==> config.mk <==
export PLATFORM = sky130hd
export DESIGN_NAME = mux_arbiter_2
export DESIGN_NICKNAME = d
export VERILOG_FILES = /design/src/rtl/mux_arbiter_2_pkg.sv /design/src/rtl/mux_arbiter_2_mux2.sv /design/src/rtl/mux_arbiter_2.sv
export SDC_FILE = /design/constraint.sdc
export NUM_CORES = 1
export LEC_CHECK = 0
export CORE_MARGIN = 2
export CORE_UTILIZATION = 45
export CTS_CLUSTER_DIAMETER = 80
export DETAILED_ROUTE_END_ITERATION = 8
export GPL_ROUTABILITY_DRIVEN = 0
export PLACE_DENSITY = 0.83
export SLEW_MARGIN = 10
export SYNTH_ARGS = -nofsm -noshare
export SYNTH_HDL_FRONTEND = slang
export SYNTH_SLANG_ARGS = --single-unit
export TNS_END_PERCENT = 20
==> constraint.sdc <==
create_clock -name clk -period 4.5 [get_ports clk]
set_clock_uncertainty 0.05 [all_clocks]
set_input_delay 0.9 -clock clk [delete_from_list [all_inputs] [get_ports clk]]
set_output_delay 0.9 -clock clk [all_outputs]
set_load 0.05 [all_outputs]
==> src/rtl/mux_arbiter_2_pkg.sv <==
`default_nettype none
// ----------------------------------------------------------------------------
// mux_arbiter_2_pkg : shared state encodings and default sizing constants
// Rev 1.0
// ----------------------------------------------------------------------------
package mux_arbiter_2_pkg;

  localparam int unsigned c_DEF_W         = 8;
  localparam int unsigned c_DEF_MAX_BURST = 4;

  typedef enum logic {
    ST_IDLE = 1'b0,
    ST_BUSY = 1'b1
  } state_t;

  function automatic logic [1:0] onehot2(input logic idx);
    return idx ? 2'b10 : 2'b01;
  endfunction

endpackage
`default_nettype wire

==> src/rtl/mux_arbiter_2_mux2.sv <==
`default_nettype none
// ----------------------------------------------------------------------------
// mux_arbiter_2_mux2 : single-bit 2:1 data multiplexer
// Rev 1.0
// ----------------------------------------------------------------------------
module mux_arbiter_2_mux2 (
  input  logic i_a,
  input  logic i_b,
  input  logic i_sel,
  output logic o_y
);

  assign o_y = i_sel ? i_b : i_a;

endmodule
`default_nettype wire

==> src/rtl/mux_arbiter_2.sv <==
`default_nettype none
// ----------------------------------------------------------------------------
// mux_arbiter_2 : two-requester round-robin burst arbiter with registered mux out
// Rev 1.0
// ----------------------------------------------------------------------------
module mux_arbiter_2
  import mux_arbiter_2_pkg::*;
#(
  parameter int unsigned W         = c_DEF_W,
  parameter int unsigned MAX_BURST = c_DEF_MAX_BURST
) (
  input  logic         clk,
  input  logic         rst_n,
  input  logic [1:0]   i_req,
  input  logic [1:0]   i_last,
  input  logic [W-1:0] i_d0,
  input  logic [W-1:0] i_d1,
  output logic [1:0]   o_gnt,
  output logic         o_sel,
  output logic         o_out_valid,
  input  logic         i_out_ready,
  output logic [W-1:0] o_out_data
);

  localparam logic [3:0] c_MAX = 4'(MAX_BURST);

  state_t         r_state;
  state_t         w_state_nxt;
  logic           r_sel;
  logic           w_sel_nxt;
  logic           r_pri;
  logic           w_pri_nxt;
  logic [3:0]     r_beats;
  logic [3:0]     w_beats_nxt;
  logic           r_out_valid;
  logic [W-1:0]   r_out_data;
  logic [W-1:0]   w_mux_y;
  logic           w_accept;
  logic           w_take;
  logic           w_burst_end;

  assign w_accept    = ~r_out_valid | i_out_ready;
  assign w_take      = (r_state == ST_BUSY) & i_req[r_sel] & w_accept;
  assign w_burst_end = w_take & (i_last[r_sel] | ((r_beats + 4'd1) == c_MAX));

  always_ff @(posedge clk or negedge rst_n) begin
    if (!rst_n) begin
      r_state <= ST_IDLE;
      r_sel   <= 1'b0;
      r_pri   <= 1'b0;
      r_beats <= 4'd0;
    end else begin
      r_state <= w_state_nxt;
      r_sel   <= w_sel_nxt;
      r_pri   <= w_pri_nxt;
      r_beats <= w_beats_nxt;
    end
  end

  always_comb begin
    w_state_nxt = r_state;
    w_sel_nxt   = r_sel;
    w_pri_nxt   = r_pri;
    w_beats_nxt = r_beats;
    case (r_state)
      ST_IDLE: begin
        if (|i_req) begin
          w_sel_nxt   = i_req[r_pri] ? r_pri : ~r_pri;
          w_beats_nxt = 4'd0;
          w_state_nxt = ST_BUSY;
        end
      end
      ST_BUSY: begin
        // An abandoning requester ends the grant without a beat this cycle.
        if (!i_req[r_sel]) begin
          w_state_nxt = ST_IDLE;
          w_pri_nxt   = ~r_sel;
        end else if (w_take) begin
          w_beats_nxt = r_beats + 4'd1;
          if (w_burst_end) begin
            w_state_nxt = ST_IDLE;
            w_pri_nxt   = ~r_sel;
          end
        end
      end
      default: w_state_nxt = ST_IDLE;
    endcase
  end

  assign o_gnt = (r_state == ST_BUSY) ? onehot2(r_sel) : 2'b00;
  assign o_sel = r_sel;

  for (genvar gi = 0; gi < int'(W); gi++) begin : g_mux
    mux_arbiter_2_mux2 u_mux (
      .i_a  (i_d0[gi]),
      .i_b  (i_d1[gi]),
      .i_sel(r_sel),
      .o_y  (w_mux_y[gi])
    );
  end

  always_ff @(posedge clk or negedge rst_n) begin
    if (!rst_n) begin
      r_out_valid <= 1'b0;
      r_out_data  <= '0;
    end else begin
      if (w_take) begin
        r_out_valid <= 1'b1;
        r_out_data  <= w_mux_y;
      end else if (r_out_valid && i_out_ready) begin
        r_out_valid <= 1'b0;
      end
    end
  end

  assign o_out_valid = r_out_valid;
  assign o_out_data  = r_out_data;

endmodule
`default_nettype wire

==> ci_impl_report.md <==
### Metrics collected by this job

| Metric | Value |
|---|---|
| Distinct lib cells | 27 |
| Width of the die | approximately 48 µm |
| Multi-input combinational area share | approximately a third |
| Global-route met3 utilization | around 6.3% |
| Internal | 0.440 mW |
| Status | finished, final reports clean |
| Floorplan Utilization | 46.3% |
| Remaining global-route overflow | 0 |
| Post-layout util | about 67% |
| Post-Place Cell Area | 1230 µm² |
| Syn_area_per_cell | 10.0 µm² |
| Register share of total power | a little under a third |
| Hold Path Stages | 2 |
| Total GRT Usage | 18.0% |
| Die H | about 48 µm |
| Adder Area Share | 2.84% |
| Final setup vio count | 0 |
| First DRT Iteration DRCs | 5 |
| Mi-comb count | between 60 and 70 |
| Clock power frac | 11.1% |
| RR Startpoint | o_sel |
| Most frequent cells in the layout | 34 x clkdlybuf4s50_1, 16 x dfrtp_1, 15 x nand2_1 |
| Via density | 5.08 |
| Yosys top cell by area | dfrtp_1 |
| ClkCell Share | 2.87% |
| Input/output buffers | 34 |
| Post-synth top cells | 16 x dfrtp_1, 15 x nand2_1, 11 x o21ai_0 |
| Synth Area in Simple Gates | 14.5% |
| DRT antenna net count | 0 |
| Core ar. | 1900 µm² |
| Post-Place Cells | approximately 150 |
| Hold/Removal Path Class | flip-flop to flip-flop |
| Gate Count Post-Synth | 88 |
| Top cell excl fill/tap | clkdlybuf4s50_1 |
| P_sw | 0.418 mW |
| Power share of the combinational group | 57.1% |
| Reg-to-reg slack, setup | 2.56 ns |
| Ys cells | 88 |
| GRT Max-Usage Layer | met2 |
| Relative slew slack | 52.5% |
| Worst path cell trace | and2_1 > clkdlybuf4s50_1 |
| Yosys warnings | 0 |
| Count leader, synth | dfrtp_1 |
| Cts hold-fix bufs | 0 |
| H-tree lvl count | 1 |
| Register area | 400 µm² |
| Switch share | 48.7% |
| Min Tclk post-route | 3.00 ns |
| Comb pwr | roughly 0.5 mW |
| Crit path DRT | 3.55 ns |
| Vias in the first global route | roughly 700 |
| Setup slack after placement | 1.79 ns |
| RR Endpoint | r_beats[2] |
| Setup crit start | o_sel |
| Mean routed wirelength per cell | 12.0 µm |
| Finished Layout Cells | ~150 |
| R2R depth | 4 |
| Clock slew at reported path FFs | 0.09 ns |
| PD cells | 678 nW/µm² |
| Critical path type | flip-flop to output port |
| Seq/Total Area, Yosys | between 40 and 50% |
| # Post-CTS Setup Buffers | 0 |
| # DRC | 0 |
| Top cells by area, synth | dfrtp_1 45%, mux2i_1 11%, nand2_1 6.4% |
| Fin. Hold Viols | 0 |
| Xor/xnor share | 0.994% |
| Met2 wire len | ~850 µm |
| Routed wl met3 | about 180 µm |
| Largest net degree at the start of global routing | 25 |
| Fraction of layout cells with a size suffix above 1 | 4.92% |
| TritonRoute pass-1 iters | 2 |
| CP Buf/Inv Count | 1 |
| Hold path start | o_out_data[5] |
| Crit path DAT | ~2.1 ns |
| Worst ir drop on vdd | 0.430 mV |
| #FFs+latches synth | 16 |
| CTS Root Cell | clkbuf_4 |
| Tcrit/Tclk final | 66.7% |
| Largest cell class | logic gates |
| Max Fanout on Critical Path | 17 |
| Seq pwr | 0.273 mW |
| Well Taps | 27 |
| CP top delay family | buffers and inverters |
| # diodes | 0 |
| FMAX | 333 MHz |
| DR top layer | met3 |
| Leakage | 0.583 nW |
| Max FFs per register | 8 |
| Combinational gate area | 439 µm² |
| Initial antenna violation count | 0 |
| Max incr delay on CP | 0.80 ns |
| Hold EP | o_out_data[5] |
| Commonest flop | dfrtp_1 |
| Design area | ~1300 µm² |
| FP Rows | 16 |
| CP Depth | 2 |
| First-pass GRT wire length | between 2000 and 3000 µm |
| Setup TNS | 0 ns |
| Async SR Flop Fraction | 100% |
| Area fraction in mux cells | 12.6% |
| M1 WL | 759 µm |
| Longest Clk Path Bufs | 2 |
| Dpl hpwl | 1430 µm |
| CTS tree | built |
| Post-layout power | 0.858 mW |
| Routed vias | 757 |
| Resize count post-CTS | 0 |
| CP endpoint | o_gnt[1] |
| Die area | 2330 µm² |
| # clk buffers | 4 |
| Drt total wl | around 1800 µm |
| Top area contributor share | 45.5% |
| Yosys chip area | 881 µm² |
| Pwr top | combinational logic |
| Fraction of area in registers | between 30% and 40% |
| RSZ-0062 raised after global routing | no |
| Non-clock buffer share | 26.9% |
| Cell area after synthesis | 881 µm² |
| Final Max Tran Viols | 0 |
Fig. 1: clock routing
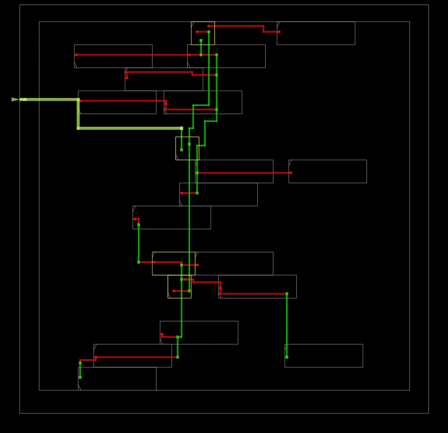
clock distribution power: 0.0952 mW
clk latency late pin: 0.29 ns
number of CTS-inserted buffers: 3
CTS sink count: 16
registers: 16

Fig. 2: clock distribution
The bar under the picture is 10 µm long.
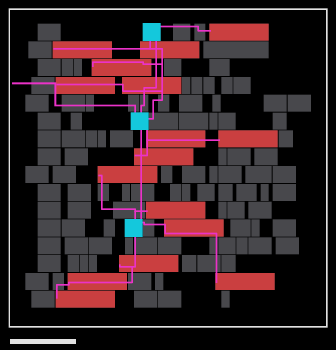
[flip-flops] red | count: 16
[clock-net drivers] cyan | count: 3
[clock wires] magenta | length: 210 µm
routed clock nets: 4

Power is estimated from default activity; no workload was simulated.
